$ cat src/rtl/blinky_array.sv
// rtl/blinky_array.sv - multi-channel LED pattern generator with shared tick prescaler
//
// Optional feature macro: BLINKY_SYNC_EN (adds io_sync phase-realign input).
//
// Ports:
//   clock         system clock, rising edge
//   reset_n       synchronous active-low reset
//   io_wr_en      one-cycle channel write strobe
//   io_wr_chan    target channel of the write
//   io_wr_mode    0 OFF, 1 ON, 2 BLINK, 3 PULSE
//   io_wr_period  period value P for BLINK/PULSE
//   io_sync       phase realign of all BLINK channels (BLINKY_SYNC_EN only)
//   io_leds       registered LED outputs, bit c = channel c
//   io_busy       bit c high while channel c is in PULSE
module blinky_array #(
  parameter int CHANNELS = 4,
  parameter int PRESCALE = 500,
  parameter int PERIOD_W = 8,
  localparam int CW = (CHANNELS > 1) ? $clog2(CHANNELS) : 1
) (
  input  logic                clock,
  input  logic                reset_n,
  input  logic                io_wr_en,
  input  logic [CW-1:0]       io_wr_chan,
  input  logic [1:0]          io_wr_mode,
  input  logic [PERIOD_W-1:0] io_wr_period,
`ifdef BLINKY_SYNC_EN
  input  logic                io_sync,
`endif
  output logic [CHANNELS-1:0] io_leds,
  output logic [CHANNELS-1:0] io_busy
);

  localparam int PW = (PRESCALE > 1) ? $clog2(PRESCALE) : 1;
  localparam logic [PW-1:0] PRE_MAX  = PW'(PRESCALE - 1);
  // One extra bit so CHANNELS itself fits (e.g. 32 channels with a 5-bit index).
  localparam logic [CW:0]   CH_LIMIT = (CW + 1)'(CHANNELS);

  typedef enum logic [1:0] {
    MODE_OFF   = 2'd0,
    MODE_ON    = 2'd1,
    MODE_BLINK = 2'd2,
    MODE_PULSE = 2'd3
  } mode_e;

  logic [PW-1:0]       pre_q, pre_d;
  mode_e               mode_q   [CHANNELS];
  mode_e               mode_d   [CHANNELS];
  logic [PERIOD_W-1:0] period_q [CHANNELS];
  logic [PERIOD_W-1:0] period_d [CHANNELS];
  logic [PERIOD_W-1:0] cnt_q    [CHANNELS];
  logic [PERIOD_W-1:0] cnt_d    [CHANNELS];
  logic [CHANNELS-1:0] led_q, led_d;

  logic sync;
  logic tick;
  logic wr_hit;

`ifdef BLINKY_SYNC_EN
  assign sync = io_sync;
`else
  assign sync = 1'b0;
`endif

  always_comb begin
    wr_hit = io_wr_en && ({1'b0, io_wr_chan} < CH_LIMIT);
    // A sync cycle restarts the prescaler and suppresses the tick it would have made.
    tick   = (pre_q == PRE_MAX) && !sync;

    if (sync || (pre_q == PRE_MAX)) begin
      pre_d = '0;
    end else begin
      pre_d = pre_q + PW'(1);
    end

    led_d = led_q;
    for (int c = 0; c < CHANNELS; c++) begin
      mode_d[c]   = mode_q[c];
      period_d[c] = period_q[c];
      cnt_d[c]    = cnt_q[c];

      if (tick) begin
        case (mode_q[c])
          MODE_OFF: begin
            led_d[c] = 1'b0;
            cnt_d[c] = '0;
          end
          MODE_ON: begin
            led_d[c] = 1'b1;
            cnt_d[c] = '0;
          end
          MODE_BLINK: begin
            if (cnt_q[c] == period_q[c]) begin
              cnt_d[c] = '0;
              led_d[c] = ~led_q[c];
            end else begin
              cnt_d[c] = cnt_q[c] + PERIOD_W'(1);
            end
          end
          MODE_PULSE: begin
            if (cnt_q[c] == period_q[c]) begin
              cnt_d[c]  = '0;
              led_d[c]  = 1'b0;
              mode_d[c] = MODE_OFF;
            end else begin
              cnt_d[c] = cnt_q[c] + PERIOD_W'(1);
            end
          end
        endcase
      end

      if (sync && (mode_q[c] == MODE_BLINK)) begin
        cnt_d[c] = '0;
        led_d[c] = 1'b1;
      end

      // Write is applied last so it overrides both the tick and the sync update.
      if (wr_hit && (io_wr_chan == CW'(c))) begin
        mode_d[c]   = mode_e'(io_wr_mode);
        period_d[c] = io_wr_period;
        cnt_d[c]    = '0;
        led_d[c]    = (io_wr_mode != MODE_OFF);
      end
    end
  end

  always_ff @(posedge clock) begin
    if (!reset_n) begin
      pre_q <= '0;
      led_q <= '0;
      for (int c = 0; c < CHANNELS; c++) begin
        mode_q[c]   <= MODE_OFF;
        period_q[c] <= '0;
        cnt_q[c]    <= '0;
      end
    end else begin
      pre_q <= pre_d;
      led_q <= led_d;
      for (int c = 0; c < CHANNELS; c++) begin
        mode_q[c]   <= mode_d[c];
        period_q[c] <= period_d[c];
        cnt_q[c]    <= cnt_d[c];
      end
    end
  end

  assign io_leds = led_q;

  always_comb begin
    io_busy = '0;
    for (int c = 0; c < CHANNELS; c++) begin
      io_busy[c] = (mode_q[c] == MODE_PULSE);
    end
  end

endmodule

$ cat config.mk
export PLATFORM = sky130hd
export DESIGN_NAME = blinky_array
export DESIGN_NICKNAME = d
export VERILOG_FILES = /design/src/rtl/blinky_array.sv
export SDC_FILE = /design/constraint.sdc
export NUM_CORES = 1
export LEC_CHECK = 0
export CAP_MARGIN = 20
export CORE_ASPECT_RATIO = 0.6
export CORE_MARGIN = 10
export CORE_UTILIZATION = 60
export CTS_CLUSTER_SIZE = 10
export DETAILED_ROUTE_END_ITERATION = 10
export PLACE_DENSITY_LB_ADDON = 0.15
export SKIP_LAST_GASP = 1
export SYNTH_ARGS = -nofsm -noshare
export SYNTH_HDL_FRONTEND = slang
export SYNTH_SLANG_ARGS = --single-unit
$ cat constraint.sdc
create_clock -name clock -period 3.3 [get_ports clock]
set_input_delay 0.33 -clock clock [delete_from_list [all_inputs] [get_ports clock]]
set_output_delay 0.33 -clock clock [all_outputs]
set_load 0.02 [all_outputs]
### Placed standard cells

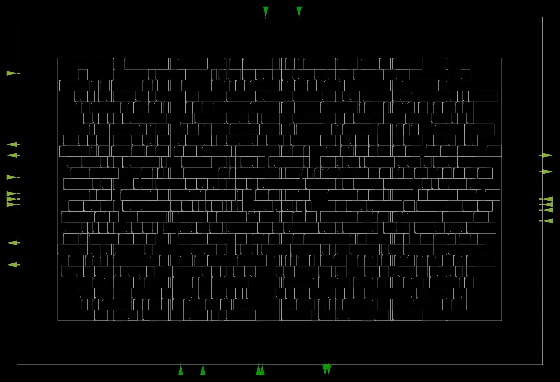
number of well taps: 91
row cnt: 24
core area: 7210 sq um
Seq area share: 0.344
Layout fillers: 603

### Metal layers overlaid

Scale: 2 px per um. Only two layers are drawn.
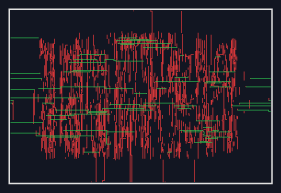
| colour | layer | wire length |
|---|---|---|
| green | metal 3 | 862 um |
| red | metal 2 | 4640 um |

==> results.cfg <==
; yosys + openroad results
[logic_synthesis]
synth-simple-area-share = 0.293
top_cells_by_area = dfxtp_1 39%, nand2_1 10%, xor2_1 7.2%
async_flop_share = 0
common_cells = 120 x nand2_1, 85 x dfxtp_1, 46 x nand3_1
syn_avg_cell_area_sq_um = 8.12
xor_area_frac = 0.0735
adder_share = 0.0483
ys_sh_mux = 0
synth_seq_share = 0.386
synth_cells = 543
ys_sh_aoi = 0.157
synth.most_common_cell = nand2_1
edf_count = 0
synth_cell_types = 43

[power_and_ir_drop]
p_seq_mw = 1.07
maxPowerGroup = sequential cells
intPower_mw = 1.75
power_per_cell_area_nw_per_um2 = 458
sw_frac_of_total = 0.228
clock_power_mw = 1.05
power_frac_seq = 0.470

[sta]
worstMarginPinSlew_ns = 1.02
rsz0062_at_grt = no
max_freq_mhz = 453
fin_skew_ns = 0.00515
setup_viol = 0
fin_crit_sh = 0.669
final_hold_viol_count = 0

[layout]
buffers = 26
antenna_cells = 0
final_area_sq_um = 4940
clk_share = 0.0630
final_cells = 647
logic_area_sq_um = 2520
nNetsFinal = 583
layout.nonclk_buf_frac = 0.0506
largestClassByArea = multi-input combinational cells
logic_gate_count = 417

[route]
first_pass_iters = 5
ant_nets = 0
drc_errors = 0
wl_per_cell_um = 16.5

[min_path]
min_to = period_q[2][2]
hp-class = register to register
hold_depth = 2

[worst_setup_path]
rrSetupSlack_ns = 1.09
required_ns = 3.57
crit_family = simple AND/OR/NAND/NOR gates
crit_type = register to register
cp-start-kind = register
cp.buffers_inverters = 0
r2r-start = pre_q[0]
crit_end = cnt_q[3][4]

[clocking]
clk_pin_slew_ns = 0.06
clk_latency_ns = 0.34
cts_htree_levels = 3
postCtsSetupBuffers = 0

[die]
dieHeight_um = 86.4
dieWidth_um = 131
die-area_sq_um = 11300

[global_routing]
grt_pass1_wl_um = 17700
gr-max-usage-layer = met2
first_global_vias = 3577
met1_usage = 0.267
grt_max_degree = 54

[place]
place.gp.congestion = 0.805
dp_hpwl_um = 7150
place_inst = 629

[job]
warnings = 34

[status]
run_status = complete, no violations
